==> config.mk <==
export PLATFORM = sky130hd
export DESIGN_NAME = multicycle_ctrl
export DESIGN_NICKNAME = d
export VERILOG_FILES = /design/src/rtl/multicycle_ctrl.sv
export SDC_FILE = /design/constraint.sdc
export NUM_CORES = 1
export LEC_CHECK = 0
export ABC_AREA = 1
export CORE_ASPECT_RATIO = 1.1
export CORE_MARGIN = 2
export CORE_UTILIZATION = 40
export CTS_CLUSTER_SIZE = 12
export DETAILED_ROUTE_END_ITERATION = 6
export GPL_TIMING_DRIVEN = 0
export PLACE_DENSITY = 0.69
export SKIP_CTS_REPAIR_TIMING = 1
export SYNTH_ARGS = -nofsm -noshare
export SYNTH_HDL_FRONTEND = slang
export SYNTH_SLANG_ARGS = --single-unit
export TNS_END_PERCENT = 1
==> constraint.sdc <==
create_clock -name clock -period 1.14 [get_ports clock]
set_input_delay 0.228 -clock clock [delete_from_list [all_inputs] [get_ports clock]]
set_output_delay 0.228 -clock clock [all_outputs]
set_load 0.01 [all_outputs]
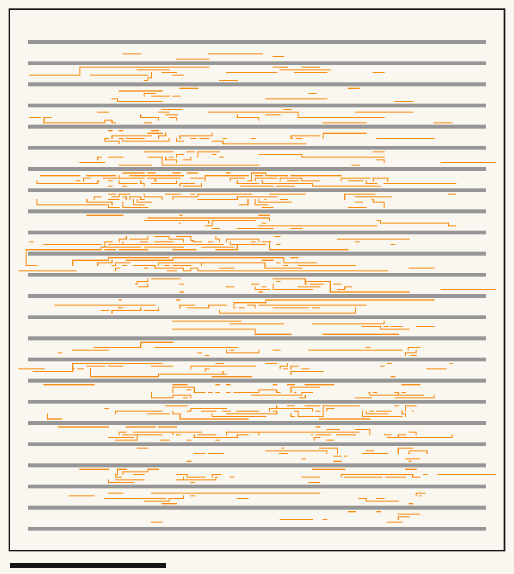
*Metal 1, run 1*
Scale bar: 20 um. Supply wires on this layer in grey.
main direction: horizontal
share of all routed wire: 49%
nets with wire on the layer: 232
wire length on this layer: 1600 um
global routing met1 resource utilization: 20.2%
final wirelength: 3260 um
total number of vias: 1411

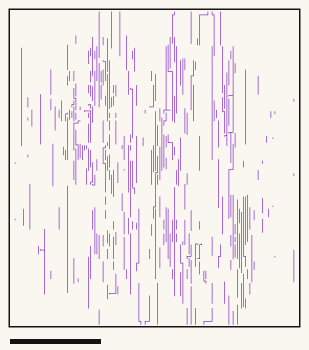
*Metal 2, run 1*
Scale bar: 20 um.
longest straight run: 24.8 um
main direction: vertical
wire length on this layer: 1540 um
nets with wire on the layer: 208
share of all routed wire: 47%
GR met2 Demand/Resource: 23.6%

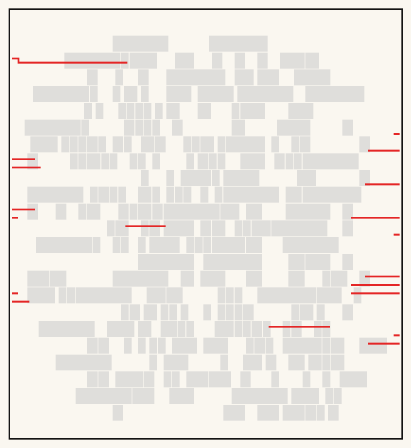
*The metal 3 layer, run 1*
share of all routed wire: 2.9%
main direction: horizontal
nets with wire on the layer: 18
met3 Resource Use GR: 1.95%

==> flow_metrics.tcl, run 1 <==
# metrics dict for downstream scripts
set metrics [dict create \
    static-leakage-power_nw 1.12 \
    ys_sh_mux_pct 0 \
    area_share_nonclk_buffers_pct 18.3 \
    p_seq_share_pct 35.3 \
    yosys-top-cells-area "dfrtp_1 40%, nand2_1 14%, inv_1 8.7%" \
    ratio_of_cells_with_drive_above_1_in_the_final_layout_pct 29.9 \
    post_synth_inst_count 205 \
    postRouteAntennaNets 0 \
    max_freq_ghz 0.659 \
    outcome "complete, but fails checks" \
    power_density_nw_per_um2 1780 \
    ff_type "dfrtp_1" \
    min_period_over_period_pct 133 \
    cts_tree "yes" \
    internal_power_mw 2.20 \
    synth-seq-cells 25 \
    setup_viol 36 \
    place_ws_ns -0.912 \
    max_slew.worst_pin.slew_ns 0.540 \
    grt_setup_unrepaired "yes" \
    synth.cellmix.simpleShare_pct 35.2 \
    sw_frac_of_total_pct 40.8 \
    failing_checks "setup timing" \
    gp_routability_congestion 0.758 \
    timing.final.ws_setup_ns -0.377 \
]
==> run 2, diff against run 1 <==
CORE_MARGIN = default   (was 2)
CORE_UTILIZATION = 56   (was 40)
DONT_BUFFER_PORTS = 1   (was default)
PLACE_DENSITY = 0.74   (was 0.69)
==> run 2 against run 1 <==
Largest cell class unchanged; die area fell by 32%; the run ends with hold timing, setup timing left; clock skew decreased by 0.0034 ns; non-clock buffer count is 41 lower; sequential power rose by 8%; wire length down 1.6%; hold slack lost 0.35 ns; combinational power is about 30% lower; clock-buffer cell count is the same; sequential cell count is the same.
==> flow_metrics.tcl, run 2 <==
# metrics dict for downstream scripts
set metrics [dict create \
    outcome "complete, but fails checks" \
    failing_checks "hold timing, setup timing" \
    gp_routability_congestion 0.786 \
    ff_type "dfrtp_1" \
    grt_setup_unrepaired "yes" \
    cts_tree "yes" \
    timing.final.ws_setup_ns -0.444 \
    place_ws_ns -0.233 \
    post_synth_inst_count 205 \
    p_seq_share_pct 45.1 \
    max_freq_ghz 0.631 \
    grt.met2_usage_pct 39.6 \
    yosys-top-cells-area "dfrtp_1 40%, nand2_1 14%, inv_1 8.7%" \
    synth-seq-cells 25 \
    setup_viol 34 \
    postRouteAntennaNets 0 \
    power_density_nw_per_um2 1820 \
    hold-worst-slack_ns -0.0116 \
    synth.cellmix.simpleShare_pct 35.2 \
    ys_sh_mux_pct 0 \
    area_share_nonclk_buffers_pct 4.77 \
    hold_violations 25 \
]
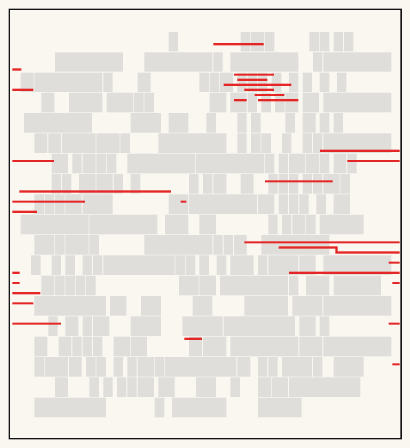
*The metal 3 layer, run 2*
wire length on this layer: 176 um
main direction: horizontal
share of all routed wire: 5.5%
nets with wire on the layer: 27
longest straight run: 20.5 um
final wirelength: 3210 um
met3 Resource Use GR: 4.80%
total number of vias: 1320

==> run 3, diff against run 2 <==
ABC_CLOCK_PERIOD_IN_PS = 1140   (was default)
CORE_UTILIZATION = 25   (was 56)
PLACE_DENSITY = default   (was 0.74)
TNS_END_PERCENT = default   (was 1)
==> run 3 against run 2 <==
The flow finishes with violations (setup timing); clock power grew 28%; area after synthesis is the same; utilization shrank 35 points; first-iteration DRC count shrank 28%; via count shrank 1.8%; global-route usage shrank 12 points; power grew 11%; fmax grew 7.2%; final cell count grew 20%; clock skew grew 0.0041 ns; synthesized cell count is the same; register-to-register slack is essentially flat; largest cell class unchanged; highest routed layer unchanged.
==> flow_metrics.tcl, run 3 <==
# metrics dict for downstream scripts
set metrics [dict create \
    ys_sh_mux_pct 0 \
    area_share_nonclk_buffers_pct 6.75 \
    setup_viol 33 \
    gp_routability_congestion 0.751 \
    postRouteAntennaNets 0 \
    timing.critical_path.cells "nand2_2 > nor2_4 > nand2_2 > nand2_4 > buf_8" \
    num-nets-final 227 \
    synth.cellmix.simpleShare_pct 35.2 \
    failing_checks "setup timing" \
    ff_type "dfrtp_1" \
    final.signal_buffer_count 9 \
    power_density_nw_per_um2 1820 \
    max_freq_ghz 0.677 \
    hold-worst-slack_ns 0.0702 \
    yosys-top-cells-area "dfrtp_1 40%, nand2_1 14%, inv_1 8.7%" \
    cts_tree "yes" \
    yosys_instances 205 \
    outcome "complete, but fails checks" \
    groute.layer.met3.usage_pct 3.91 \
    timing.final.ws_setup_ns -0.338 \
    post_synth_inst_count 205 \
    slew_headroom_pct 34.3 \
    p_seq_share_pct 41.3 \
    place_ws_ns -0.204 \
]
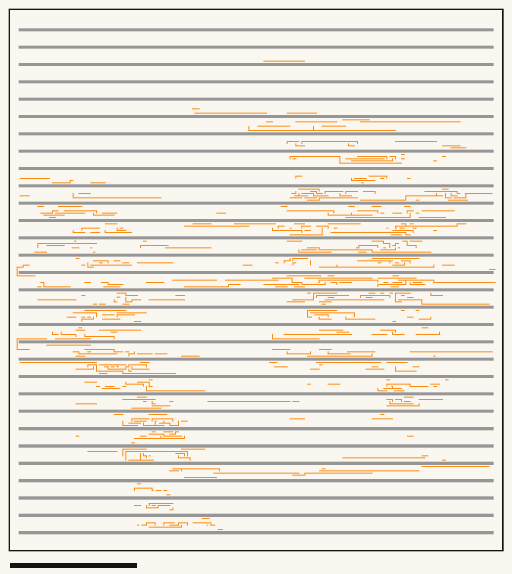
*Metal 1, run 3*
Scale bar: 20 um. Supply wires on this layer in grey.
longest straight run: 23.0 um
wire length on this layer: 1360 um
main direction: horizontal
nets with wire on the layer: 214
share of all routed wire: 38%
global routing met1 resource utilization: 11.8%
final wirelength: 3610 um
total number of vias: 1296

No activity file was given, so power comes from the tool's default toggle rates.
